--- config.mk ---
export PLATFORM = sky130hd
export DESIGN_NAME = hwag_angle_sched
export DESIGN_NICKNAME = d
export VERILOG_FILES = /design/src/rtl/hwag_angle_sched.sv
export SDC_FILE = /design/constraint.sdc
export NUM_CORES = 1
export LEC_CHECK = 0
export ABC_AREA = 1
export CORE_ASPECT_RATIO = 1.4
export CORE_MARGIN = 3
export CORE_UTILIZATION = 30
export CTS_CLUSTER_DIAMETER = 200
export DETAILED_ROUTE_END_ITERATION = 8
export SKIP_LAST_GASP = 1
export SYNTH_ARGS = -nofsm -noshare
export SYNTH_HDL_FRONTEND = slang
export SYNTH_HIERARCHICAL = 1
export SYNTH_SLANG_ARGS = --single-unit
--- constraint.sdc ---
create_clock -name clk -period 3.57 [get_ports clk]
set_clock_uncertainty 0.2 [all_clocks]
set_input_delay 0.5355 -clock clk [delete_from_list [all_inputs] [get_ports clk]]
set_output_delay 0.5355 -clock clk [all_outputs]
set_load 0.01 [all_outputs]
--- src/rtl/hwag_angle_sched.sv ---
// hwag_angle_sched: angle-domain output scheduler.
// CH_NUM channels each hold a set/clear angle pair. One equality compare per
// cycle is rotated over the channels against the ACNT2 angle. A channel output
// is high from its set-angle hit until its clear-angle hit.
// Optional feature macro: HWAG_SCHED_REARM_EN (when defined, a clear hit
// returns the channel to ARMED so it fires every revolution).

// Per-channel state, compare and output register.
module hwag_sched_ch #(
  parameter int ACNT_WIDTH = 24
) (
  input  logic                  clk,
  input  logic                  rst,
  input  logic                  ena,
  input  logic                  sync,
  input  logic                  wr_hit,
  input  logic [ACNT_WIDTH-1:0] wr_set,
  input  logic [ACNT_WIDTH-1:0] wr_clr,
  input  logic                  wr_arm,
  input  logic                  scan_hit,
  input  logic [ACNT_WIDTH-1:0] acnt,
  output logic                  out,
  output logic                  armed
);
  typedef enum logic [1:0] {IDLE = 2'd0, ARMED = 2'd1, ACTIVE = 2'd2} ch_state_t;

  ch_state_t             state;
  logic [ACNT_WIDTH-1:0] set_q;
  logic [ACNT_WIDTH-1:0] clr_q;

`ifdef HWAG_SCHED_REARM_EN
  localparam ch_state_t AFTER_CLR = ARMED;
`else
  localparam ch_state_t AFTER_CLR = IDLE;
`endif

  // Sync loss beats a write, a write beats this cycle's compare.
  always_ff @(posedge clk or negedge rst) begin
    if (!rst) begin
      state <= IDLE;
      set_q <= '0;
      clr_q <= '0;
      out   <= 1'b0;
    end else if (ena) begin
      if (wr_hit) begin
        set_q <= wr_set;
        clr_q <= wr_clr;
      end
      if (!sync) begin
        state <= IDLE;
        out   <= 1'b0;
      end else if (wr_hit) begin
        state <= wr_arm ? ARMED : IDLE;
        out   <= 1'b0;
      end else if (scan_hit) begin
        case (state)
          ARMED: if (acnt == set_q) begin
            state <= ACTIVE;
            out   <= 1'b1;
          end
          ACTIVE: if (acnt == clr_q) begin
            state <= AFTER_CLR;
            out   <= 1'b0;
          end
          IDLE: ;
          default: begin
            state <= IDLE;
            out   <= 1'b0;
          end
        endcase
      end
    end
  end

  assign armed = (state == ARMED) || (state == ACTIVE);
endmodule

// Top: scanner, write range check and the channel array.
module hwag_angle_sched #(
  parameter int                  CH_NUM     = 8,
  parameter int                  ACNT_WIDTH = 24,
  parameter logic [ACNT_WIDTH-1:0] ACNT_MAX = 24'd3839,
  localparam int                 IDX_W      = $clog2(CH_NUM)
) (
  input  logic                  clk,
  input  logic                  rst,
  input  logic                  ena,
  input  logic                  hwag_start,
  input  logic [ACNT_WIDTH-1:0] acnt,
  input  logic                  wr_ena,
  input  logic [IDX_W-1:0]      wr_ch,
  input  logic [ACNT_WIDTH-1:0] wr_set,
  input  logic [ACNT_WIDTH-1:0] wr_clr,
  input  logic                  wr_arm,
  output logic [CH_NUM-1:0]     ch_out,
  output logic [CH_NUM-1:0]     ch_armed,
  output logic                  wr_err,
  output logic [IDX_W-1:0]      scan_idx
);
  logic wr_ok;
  assign wr_ok = wr_ena && (wr_set <= ACNT_MAX) && (wr_clr <= ACNT_MAX);

  // Round-robin scanner; CH_NUM is a power of two so the add wraps itself.
  always_ff @(posedge clk or negedge rst) begin
    if (!rst)     scan_idx <= '0;
    else if (ena) scan_idx <= scan_idx + IDX_W'(1);
  end

  // Sticky error reflects the most recent accepted-or-rejected write.
  always_ff @(posedge clk or negedge rst) begin
    if (!rst)                 wr_err <= 1'b0;
    else if (ena && wr_ena)   wr_err <= !wr_ok;
  end

  for (genvar i = 0; i < CH_NUM; i++) begin : g_ch
    hwag_sched_ch #(.ACNT_WIDTH(ACNT_WIDTH)) u_ch (
      .clk      (clk),
      .rst      (rst),
      .ena      (ena),
      .sync     (hwag_start),
      .wr_hit   (wr_ok && (wr_ch == IDX_W'(i))),
      .wr_set   (wr_set),
      .wr_clr   (wr_clr),
      .wr_arm   (wr_arm),
      .scan_hit (scan_idx == IDX_W'(i)),
      .acnt     (acnt),
      .out      (ch_out[i]),
      .armed    (ch_armed[i])
    );
  end
endmodule

==> out/metrics.cfg <==
[run_status]
result_of_the_run=finished, final reports clean

[pwr]
power_switching_share=0.2545
vdd_ir_drop_max_mv=0.3122
power.share.sequential=0.450
power_leakage_nw=15.39

[placed_design]
pre_cts_ws_ps=317.5
finalWeightedCongestion=0.7857
hpwlAfterDp_mm=45.69
place_inst=4217

[yosys]
edf_count=0
synthCells=3104
syn_avg_cell_area_sq_um=7.315
syn_std_cell_area_sq_um=22710
synth.yosys.warnings=6
synth_top_cell_by_count=nand2_1
top_cells_by_area=dfrtp_1 (45%), nand2_1 (16%), nor2_1 (9.4%)

[worst_setup_path]
critical_path_required_ps=2830
worst_setup_path_start_kind=register
cp_num_cells=3
critPathBufInv=2
critical_path_origin=g_ch[2].u_ch/out
crit_type=reg2out
kind_of_cell_with_the_highest_combined_delay_on_the_critical_path=buffers and inverters
worst-r2r-setup-slack_ps=1510

[die]
ios=101
std_cell_rows=118
chipHeight_um=331.5

[routing]
drcViolationCount=0
wl_per_cell_um=14.83
wl_mm=63.68

[sta]
max_clock_freq_ghz=0.3711
layout_worst_path_cycle_share=0.7547
holdWs_ps=262.9

[cells_and_area]
area_growth_syn_to_layout_pct=20.51
layout_top_cells=nand2_1 (931), nor2_1 (570), inv_1 (433)
final_nets=3413
drive_gt1_frac=0.1282

[job]
log.warning_count=46
max_cap_viol_count=0

[cts]
total_clock_buffers_created_by_cts=42
clk_latency_ps=570
post-cts-setup-buffers=0

[global_route]
grt_max_degree=85

## power by group through the flow
| stage | Combinational [mW] | Clock, mW | Sequential [mW] |
|---|---|---|---|
| floorplan | 0.389 | 0 | 4.71 |
| global placement | 1.02 | 0 | 4.71 |
| detailed placement | 1.02 | 0 | 4.71 |
| CTS | 1.03 | 4.76 | 4.63 |
| global route | 1.14 | 4.93 | 4.63 |
| finish | 1.01 | 4.64 | 4.63 |
## cells by family (layout without fill, tap and decap cells)
logic type,count (synthesis),in the layout,synth area share
AOI/OAI and AO/OA,267,267,0.05984
DFF,404,404,0.4452
xor gates and xnor gates,121,121,0.04667
other,0,1,0
adders and majority gates,30,30,0.01653
muxes,128,128,0.06348
buffers and inverters,562,790,0.09511
and+or+nand+nor,1592,1592,0.2731
## final cells by class
| cell class | instances | area (sq um) | area share |
|---|---|---|---|
| Tap cell | 960 | 1201 | 0.04390 |
| Multi-Input combinational cell | 2138 | 10500 | 0.3836 |
| Clock buffer | 60 | 1240 | 0.04531 |
| Clock inverter | 14 | 195.2 | 0.007133 |
| Sequential cell | 404 | 10110 | 0.3695 |
| Inverter | 497 | 1866 | 0.06818 |
| Antenna cell | 1 | 2.502 | 0.00009145 |
| Timing Repair Buffer | 219 | 2252 | 0.08230 |
## per-layer routing
layer | up-vias | GRT usage | part of all wire
li1 | 9739 | - | -
met1 | 8752 | 0.1894 | 0.42
met2 | 223 | 0.2996 | 0.52
met3 | 93 | 0.01579 | 0.025
met4 | 2 | 0.05807 | 0.036
met5 | - | 0 | 0.00031
## state kept, by name (all words and copies together), names as in the netlist
| register | cells |
|---|---|
| wr_err | 1 |
| g_ch.u_ch/out | 8 |
| scan_idx | 3 |
| g_ch.u_ch/clr_q | 192 |
| g_ch.u_ch/state | 8 |
| g_ch.u_ch/set_q | 192 |
Cell outlines without signal wires:
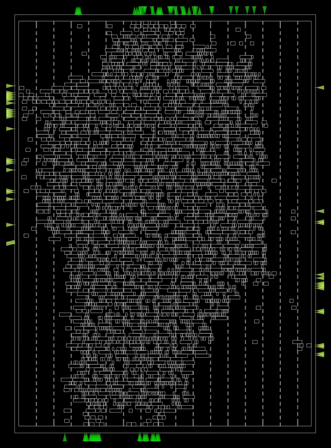
sequential cell count: 404
Finished Layout Cells: 4293
register fraction of the total cell area: 0.3695
fill cell total of the finished layout: 7783
Core Footprint: 74410 sq um

Cell classes on the final placement:
Scale bar: 50 um. Fill, decap, tap and diode cells in grey.
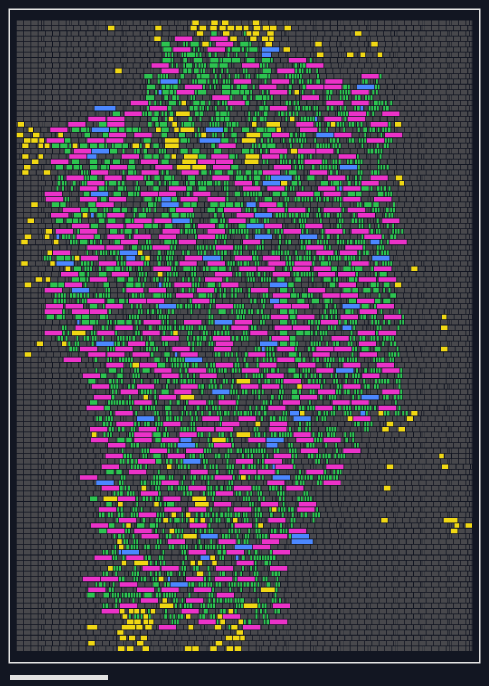
magenta -> flip-flops  # cells 404, share of their area 39%
green -> all other logic  # cells 2635, share of their area 47%
blue -> clock drivers and dummy loads  # cells 74, share of their area 5.5%
yellow -> other buffers and delay cells  # cells 219, share of their area 8.6%

Supply network:
Pins as bars on the die edge. Tap cells in grey.
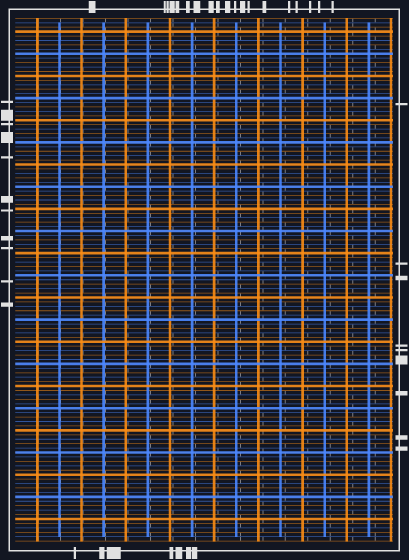
blue -> VDD
orange -> VSS
met5 straps = 23
signal pins = 101
met4 straps = 17
met1 rails = 119

Power figures rest on the tool's default switching activity, not on a simulated workload.
